### src/rtl/board_link_pkg.sv
// Shared constants and types for the inter-board checkers link.
package board_link_pkg;

  // One board frame: 8 rows of 32 bits, each square encoded in 4 bits.
  localparam int FRAME_BITS  = 256;
  localparam int ROW_BITS    = 32;
  localparam int SQUARE_BITS = 4;

  // Receiver timing defaults.
  localparam int DEFAULT_SYNC_STAGES    = 2;
  localparam int DEFAULT_TIMEOUT_CYCLES = 4096;

  // Width of the bit counter (must be able to hold FRAME_BITS itself).
  localparam int BIT_COUNT_W = 9;

  // Receiver states.
  typedef enum logic [1:0] {
    IDLE  = 2'd0,
    READY = 2'd1,
    SHIFT = 2'd2,
    DONE  = 2'd3
  } rx_state_t;

endpackage

### src/rtl/board_rx_sync_edge.sv
// Multi-flop synchroniser for one asynchronous line plus a rising-edge detector.
module sync_edge #(
  parameter int SYNC_STAGES = board_link_pkg::DEFAULT_SYNC_STAGES
) (
  input  logic clk,
  input  logic rst,
  input  logic i_async,
  output logic o_level,
  output logic o_rise
);

  logic [SYNC_STAGES-1:0] r_sync;
  logic                   r_prev;

  // Shift the async line through the synchroniser and remember the last synced value.
  always_ff @(posedge clk) begin
    if (rst) begin
      r_sync <= '0;
      r_prev <= 1'b0;
    end else begin
      r_sync <= {r_sync[SYNC_STAGES-2:0], i_async};
      r_prev <= r_sync[SYNC_STAGES-1];
    end
  end

  assign o_level = r_sync[SYNC_STAGES-1];
  assign o_rise  = r_sync[SYNC_STAGES-1] & ~r_prev;

endmodule

### src/rtl/board_rx.sv
// Serial receive stage: deserialises one board frame from the peer's
// clkIn/dataIn lines and presents it on receiveBuffer with a newData strobe.
module board_rx #(
  parameter int FRAME_BITS     = board_link_pkg::FRAME_BITS,
  parameter int SYNC_STAGES    = board_link_pkg::DEFAULT_SYNC_STAGES,
  parameter int TIMEOUT_CYCLES = board_link_pkg::DEFAULT_TIMEOUT_CYCLES
) (
  input  logic                  clk,
  input  logic                  rst,
  input  logic                  enable,
  input  logic                  clkIn,
  input  logic                  dataIn,
  input  logic                  readyForSend,
  output logic                  readyForReceive,
  output logic [FRAME_BITS-1:0] receiveBuffer,
  output logic                  newData,
  output logic                  frameError,
  output logic                  busy,
  output logic [8:0]            bitCount
);

  import board_link_pkg::*;

  localparam int         WD_W    = $clog2(TIMEOUT_CYCLES + 1);
  localparam logic [8:0] BC_LAST = 9'(FRAME_BITS - 1);
  localparam logic [WD_W-1:0] WD_LAST = WD_W'(TIMEOUT_CYCLES - 1);

  // Synchronised peer lines.
  logic                   w_clk_level;
  logic                   w_clk_rise_raw;
  logic                   w_clk_rise;
  logic [SYNC_STAGES-1:0] r_data_sync;
  logic [SYNC_STAGES-1:0] r_rfs_sync;
  logic                   w_bit;
  logic                   w_rfs;

  // Receiver state and datapath registers.
  rx_state_t              r_state;
  logic [FRAME_BITS-1:0]  r_shift;
  logic [8:0]             r_bit_count;
  logic [WD_W-1:0]        r_watchdog;
  logic [FRAME_BITS-1:0]  r_rx_buf;
  logic                   r_new_data;
  logic                   r_frame_err;
  logic                   r_ready;
  logic                   r_busy;

  // Next-state values.
  rx_state_t              w_state_next;
  logic [FRAME_BITS-1:0]  w_shift_next;
  logic [8:0]             w_bit_count_next;
  logic [WD_W-1:0]        w_watchdog_next;
  logic [FRAME_BITS-1:0]  w_rx_buf_next;
  logic                   w_new_data_next;
  logic                   w_frame_err_next;

  sync_edge #(
    .SYNC_STAGES (SYNC_STAGES)
  ) u_clk_sync (
    .clk     (clk),
    .rst     (rst),
    .i_async (clkIn),
    .o_level (w_clk_level),
    .o_rise  (w_clk_rise_raw)
  );

  // A rise is only meaningful while the synced clock level is high.
  assign w_clk_rise = w_clk_rise_raw & w_clk_level;

  // Level synchronisers for data and readyForSend, same depth as the clock path
  // so the sampled bit lines up with the detected edge.
  always_ff @(posedge clk) begin
    if (rst) begin
      r_data_sync <= '0;
      r_rfs_sync  <= '0;
    end else begin
      r_data_sync <= {r_data_sync[SYNC_STAGES-2:0], dataIn};
      r_rfs_sync  <= {r_rfs_sync[SYNC_STAGES-2:0], readyForSend};
    end
  end

  assign w_bit = r_data_sync[SYNC_STAGES-1];
  assign w_rfs = r_rfs_sync[SYNC_STAGES-1];

  // Next-state and datapath decisions for the receive FSM.
  always_comb begin
    w_state_next     = r_state;
    w_shift_next     = r_shift;
    w_bit_count_next = r_bit_count;
    w_watchdog_next  = r_watchdog;
    w_rx_buf_next    = r_rx_buf;
    w_new_data_next  = 1'b0;
    w_frame_err_next = 1'b0;

    case (r_state)
      IDLE: begin
        w_bit_count_next = 9'd0;
        w_watchdog_next  = '0;
        if (enable) begin
          w_state_next = READY;
        end else begin
          w_state_next = IDLE;
        end
      end

      READY: begin
        if (!enable) begin
          w_state_next = IDLE;
        end else if (w_clk_rise && w_rfs) begin
          // First bit of the frame lands in bit 0.
          w_state_next     = SHIFT;
          w_shift_next     = {{(FRAME_BITS-1){1'b0}}, w_bit};
          w_bit_count_next = 9'd1;
          w_watchdog_next  = '0;
        end else begin
          w_state_next = READY;
        end
      end

      SHIFT: begin
        if (!w_rfs) begin
          // Peer gave up mid-frame; any bit arriving in this cycle is dropped.
          w_state_next     = IDLE;
          w_shift_next     = '0;
          w_bit_count_next = 9'd0;
          w_watchdog_next  = '0;
          w_frame_err_next = 1'b1;
        end else if (w_clk_rise) begin
          w_shift_next     = {r_shift[FRAME_BITS-2:0], w_bit};
          w_bit_count_next = r_bit_count + 9'd1;
          w_watchdog_next  = '0;
          if (r_bit_count == BC_LAST) begin
            w_state_next = DONE;
          end else begin
            w_state_next = SHIFT;
          end
        end else if (r_watchdog == WD_LAST) begin
          // This is the TIMEOUT_CYCLES-th consecutive cycle without an edge.
          w_state_next     = IDLE;
          w_shift_next     = '0;
          w_bit_count_next = 9'd0;
          w_watchdog_next  = '0;
          w_frame_err_next = 1'b1;
        end else begin
          w_watchdog_next = r_watchdog + {{(WD_W-1){1'b0}}, 1'b1};
          w_state_next    = SHIFT;
        end
      end

      DONE: begin
        w_rx_buf_next    = r_shift;
        w_new_data_next  = 1'b1;
        w_bit_count_next = 9'd0;
        w_watchdog_next  = '0;
        if (enable) begin
          w_state_next = READY;
        end else begin
          w_state_next = IDLE;
        end
      end

      default: begin
        w_state_next     = IDLE;
        w_shift_next     = '0;
        w_bit_count_next = 9'd0;
        w_watchdog_next  = '0;
      end
    endcase
  end

  // State register plus registered outputs derived from the next state.
  always_ff @(posedge clk) begin
    if (rst) begin
      r_state     <= IDLE;
      r_shift     <= '0;
      r_bit_count <= 9'd0;
      r_watchdog  <= '0;
      r_rx_buf    <= '0;
      r_new_data  <= 1'b0;
      r_frame_err <= 1'b0;
      r_ready     <= 1'b0;
      r_busy      <= 1'b0;
    end else begin
      r_state     <= w_state_next;
      r_shift     <= w_shift_next;
      r_bit_count <= w_bit_count_next;
      r_watchdog  <= w_watchdog_next;
      r_rx_buf    <= w_rx_buf_next;
      r_new_data  <= w_new_data_next;
      r_frame_err <= w_frame_err_next;
      r_ready     <= (w_state_next == READY) || (w_state_next == SHIFT);
      r_busy      <= (w_state_next == SHIFT);
    end
  end

  assign readyForReceive = r_ready;
  assign receiveBuffer   = r_rx_buf;
  assign newData         = r_new_data;
  assign frameError      = r_frame_err;
  assign busy            = r_busy;
  assign bitCount        = r_bit_count;

endmodule

### config.mk
export PLATFORM = sky130hd
export DESIGN_NAME = board_rx
export DESIGN_NICKNAME = d
export VERILOG_FILES = /design/src/rtl/board_link_pkg.sv /design/src/rtl/board_rx_sync_edge.sv /design/src/rtl/board_rx.sv
export SDC_FILE = /design/constraint.sdc
export NUM_CORES = 1
export LEC_CHECK = 0
export ABC_AREA = 1
export CAP_MARGIN = 10
export CORE_MARGIN = 2
export CORE_UTILIZATION = 40
export CTS_CLUSTER_SIZE = 20
export DETAILED_ROUTE_END_ITERATION = 6
export PLACE_DENSITY = 0.73
export SYNTH_ARGS = -nofsm -noshare
export SYNTH_HDL_FRONTEND = slang
export SYNTH_SLANG_ARGS = --single-unit
### constraint.sdc
create_clock -name clk -period 2 [get_ports clk]
set_input_delay 0.2 -clock clk [delete_from_list [all_inputs] [get_ports clk]]
set_output_delay 0.2 -clock clk [all_outputs]
set_load 0.01 [all_outputs]
==> run_1/flops_by_reg.png <==
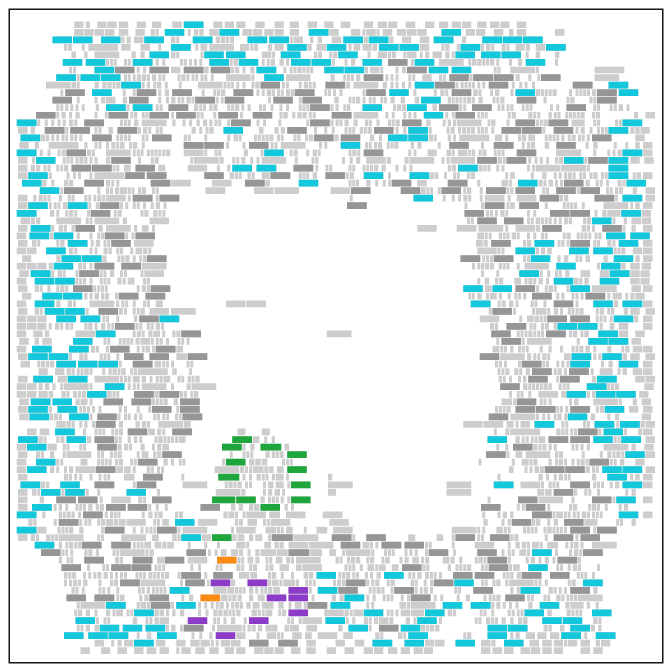
color	netlist name	placed flops
purple	bitCount	9
green	r_watchdog	13
cyan	receiveBuffer	256
orange	r_data_sync	2

==> run_1/io_placement.png <==
Pins as bars across the die edge, other pins in gray.
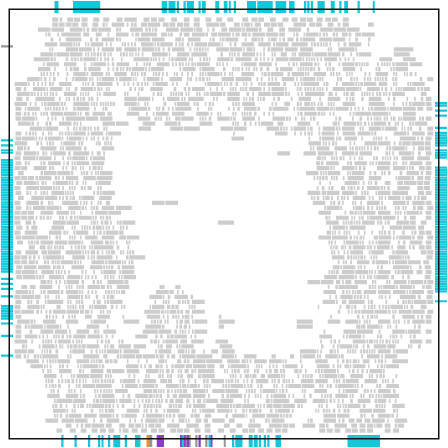
color	port	pins	direction	edge
orange	readyForSend	1	input	south
purple	bitCount	9	output	south
cyan	receiveBuffer	256	output	77 north, 67 east, 63 west, 49 south
all pins by edge	77 north, 67 south, 67 east, 64 west

==> notes.md, run 1 <==
run results: status complete, no violations, Critical Path End Type flop, met3 wire len 2610 um, switch share 21.0%, sequential cell area 0.0110 mm^2, Syn Nets 3038, Final period util 96.9%, top cells by count nor2_1 (1068), nand2_1 (555), dfxtp_1 (547), dpl cells 3879, Adder Area Share 0.410%, CP Capture Point r_shift[98]$_SDFFE_PP0P_, Leak Pwr 11.7 nW, worst setup path start r_state[1]$_SDFF_PP0_, worst slew pin tran 0.527 ns, hold wc startpoint dataIn, Root Driver clkbuf_16, Design Area, Final 0.0276 mm^2, Final Hold Fails 0, critical path depth 12, Logic area 0.00922 mm^2, Worst-path clk slew 0.06 ns, Hold Slack 0.147 ns, Flop pwr share 49.4%, gr usage total 18.6%, Final Setup Violations 0, total setup buffers inserted after CTS 0, Max-Cap Viols 0, nets@finish 3278, total negative slack 0 ns, largest cell class by area sequential cells, yosys cell count 3025, r2r startpoint r_state[1]$_SDFF_PP0_, FF-to-FF setup slack 0.06 ns, met1 GRT Util 25.6%, R2R depth 12, MUX share of area 0%, M1 WL 25900 um, Top non-seq family simple AND/OR/NAND/NOR gates, htree depth 2, P_seq 10.9 mW, met2 WL 25700 um, CP arrival 2.46 ns, relative slew slack 64.9%, worst setup margin 0.0623 ns, TritonCTS clock tree built, dominant register cell dfxtp_1, top area cells in the synthesized netlist dfxtp_1 (51%), nor2_1 (19%), nand2_1 (9.7%), die height 235 um, most numerous logic cell after layout nor2_1, yosys warning tally 0, Final ANT Viol Nets 0
==> run_1/clk_routes.png <==
Bar = 50 um.
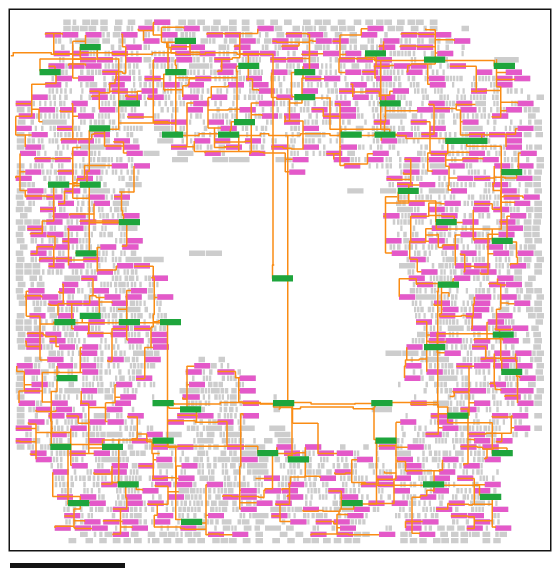
[orange] clock wires | length: 6490 um
[magenta] flip-flops | count: 547
[green] clock drivers | count: 56
flops lie	all over the die

==> run_1/layer_met4.png <==
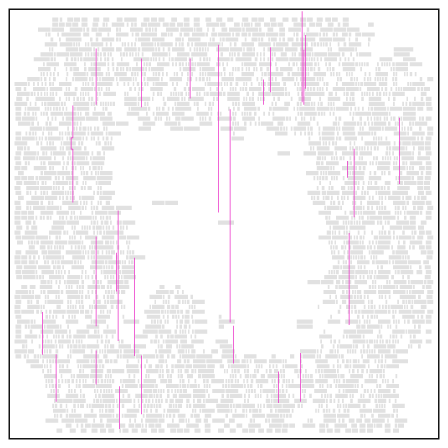
longest straight run	117 um
main direction	vertical
share of all routed wire	1.8%
wire length on this layer	1000 um
vias: 19600
Detailed Route WL: 55200 um

==> run 1 -> run 2 <==
--- a/config.mk
+++ b/config.mk
@@ -6,12 +6,14 @@
 export NUM_CORES = 1
 export LEC_CHECK = 0
 export ABC_AREA = 1
+export ABC_CLOCK_PERIOD_IN_PS = 1800
 export CAP_MARGIN = 10
 export CORE_MARGIN = 2
 export CORE_UTILIZATION = 40
 export CTS_CLUSTER_SIZE = 20
 export DETAILED_ROUTE_END_ITERATION = 6
 export PLACE_DENSITY = 0.73
+export SLEW_MARGIN = 30
 export SYNTH_ARGS = -nofsm -noshare
 export SYNTH_HDL_FRONTEND = slang
 export SYNTH_SLANG_ARGS = --single-unit
==> constraint.sdc (replaced) <==
create_clock -name clk -period 1.8 [get_ports clk]
set_input_delay 0.18 -clock clk [delete_from_list [all_inputs] [get_ports clk]]
set_output_delay 0.18 -clock clk [all_outputs]
set_load 0.01 [all_outputs]
==> run_2/clk_routes.png <==
Bar = 50 um.
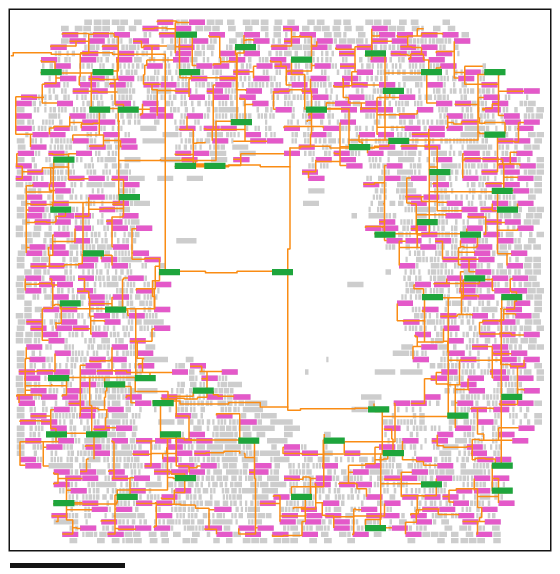
[orange] clock wires | length: 6540 um
[green] clock drivers | count: 58
[magenta] flip-flops | count: 547
flops lie	all over the die

==> run_2/congestion.png <==
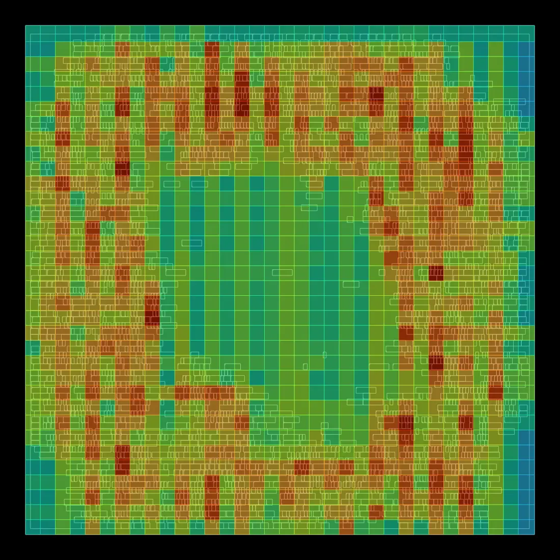
M3 GR Usage: 2.95%
GRT busiest layer: met2

==> run 2 against run 1 <==
Against the previous run:
- total power is 11% higher
- combinational power is 17% higher
- cell count is 1.9% higher
- sequential power is about 10% higher
- via count is 2.7% higher
- clock power is about 10% higher
- flip-flop count stayed put
- fmax is 7.4% higher
- global-route usage is 0.60 points higher
- the flow now finishes with violations (setup timing)
==> notes.md, run 2 <==
run results: met1 GRT Util 26.0% (+0.46 points), cells along the critical path ha_4, nand3_4, nor2_4, nand3_4, nand2_8, inv_4, nor2_4, buf_6, clkbuf_16, buf_12, nor2_1, nor2_1, Critical Path End Type flop, total negative slack -0.00496 ns (-0.00496 ns), Mapped Area 0.0214 mm^2, yosys warning tally 0 (unchanged), Top non-seq family simple AND/OR/NAND/NOR gates, RD Place Congestion 0.839, Logic area 0.00947 mm^2 (+2.7%), Vias/cell 4.93, relative slew slack 72.1% (+7.2 points), and+or+nand+nor area frac 35.8%, CP arrival 2.33 ns (-0.13 ns), CP max FO 6, MUX share of area 0% (unchanged), nets@finish 3351 (+2.2%), gr usage total 19.2% (+0.60 points), Tapcell Cnt 688, top area cells in the synthesized netlist dfxtp_1 (51%), nor2_1 (19%), nand2_1 (9.7%), share of the synthesized area in the top cell type 51.2%, combinational power 558 uW, grt met2 use 31.6%, failing checks setup timing, Design Area, Final 0.0288 mm^2 (+4.4%), chip footprint 0.0553 mm^2, Adder Area Share 0.410% (unchanged), FF-to-FF setup slack -0.005 ns (-0.07 ns), inverters 37, most numerous logic cell after layout nor2_1, Detailed Route WL 57800 um (+4.6%), drt drc 0, hold wc startpoint readyForSend, Flop pwr share 49.2% (-0.2 points), Max-Cap Viols 0 (unchanged), yosys cell count 3025 (unchanged), largest cell class by area sequential cells, Worst-path clk slew 0.06 ns (about the same), share of layout cells above drive strength 1 11.9%, total setup buffers inserted after CTS 10 (+10), met3 wire len 2870 um (+10%), sequential cell area 0.0110 mm^2 (about the same), Compound-Gate Fraction of Synth Area 6.45%, final core occ 54.7%, met2 WL 27300 um (+6.3%), status complete, but fails checks, Hold Slack 0.120 ns (-0.0278 ns), CP Capture Point r_shift[230]$_SDFFE_PP0P_, Syn Nets 3038 (unchanged), Final Hold Fails 0 (unchanged), Worst Hold Path Cells 3, worst slew pin tran 0.414 ns (-0.113 ns), die span in x 235 um, dpl cells 3931 (+1.3%), TritonCTS clock tree built, top cells by count nor2_1 (1068), nand2_1 (555), dfxtp_1 (547), Root Driver clkbuf_16, final setup skew 0.0109 ns, core box area 0.0527 mm^2, worst path required time 2.32 ns, Clk. pwr 12.0 mW, Chip Area, Yosys 0.0214 mm^2, reg2reg end r_shift[230]$_SDFFE_PP0P_, R2R depth 12 (unchanged), Final Setup Violations 1 (+1), mean post-synth cell area 7.07 um^2, dominant register cell dfxtp_1, worst setup margin -0.00496 ns (-0.0672 ns), CP Buf/Inv Count 4, Cell Type Count 27, P_seq 12.1 mW (+10%), XORs/XNORs by Area 0.164%, htree depth 2 (unchanged), Post-synth seq share 51.2%, vias 20100 (+2.7%), worst setup path start r_watchdog[0]$_SDFFE_PP0P_, Final ANT Viol Nets 0 (unchanged), Final period util 100% (+3.4 points), r2r startpoint r_watchdog[0]$_SDFFE_PP0P_, die height 235 um (unchanged), M1 WL 26300 um (+1.7%), Clock power frac 48.5%, max-slew violations 0, critical path depth 12 (unchanged), switch share 21.5% (+0.45 points), I/O Pins 275, Top Layout Cells nor2_1 (1009), nand2_1 (554), dfxtp_1 (538), CP top delay family simple AND/OR/NAND/NOR gates, Leak Pwr 12.3 nW (+5.2%)
Power and IR drop assume default switching activity.
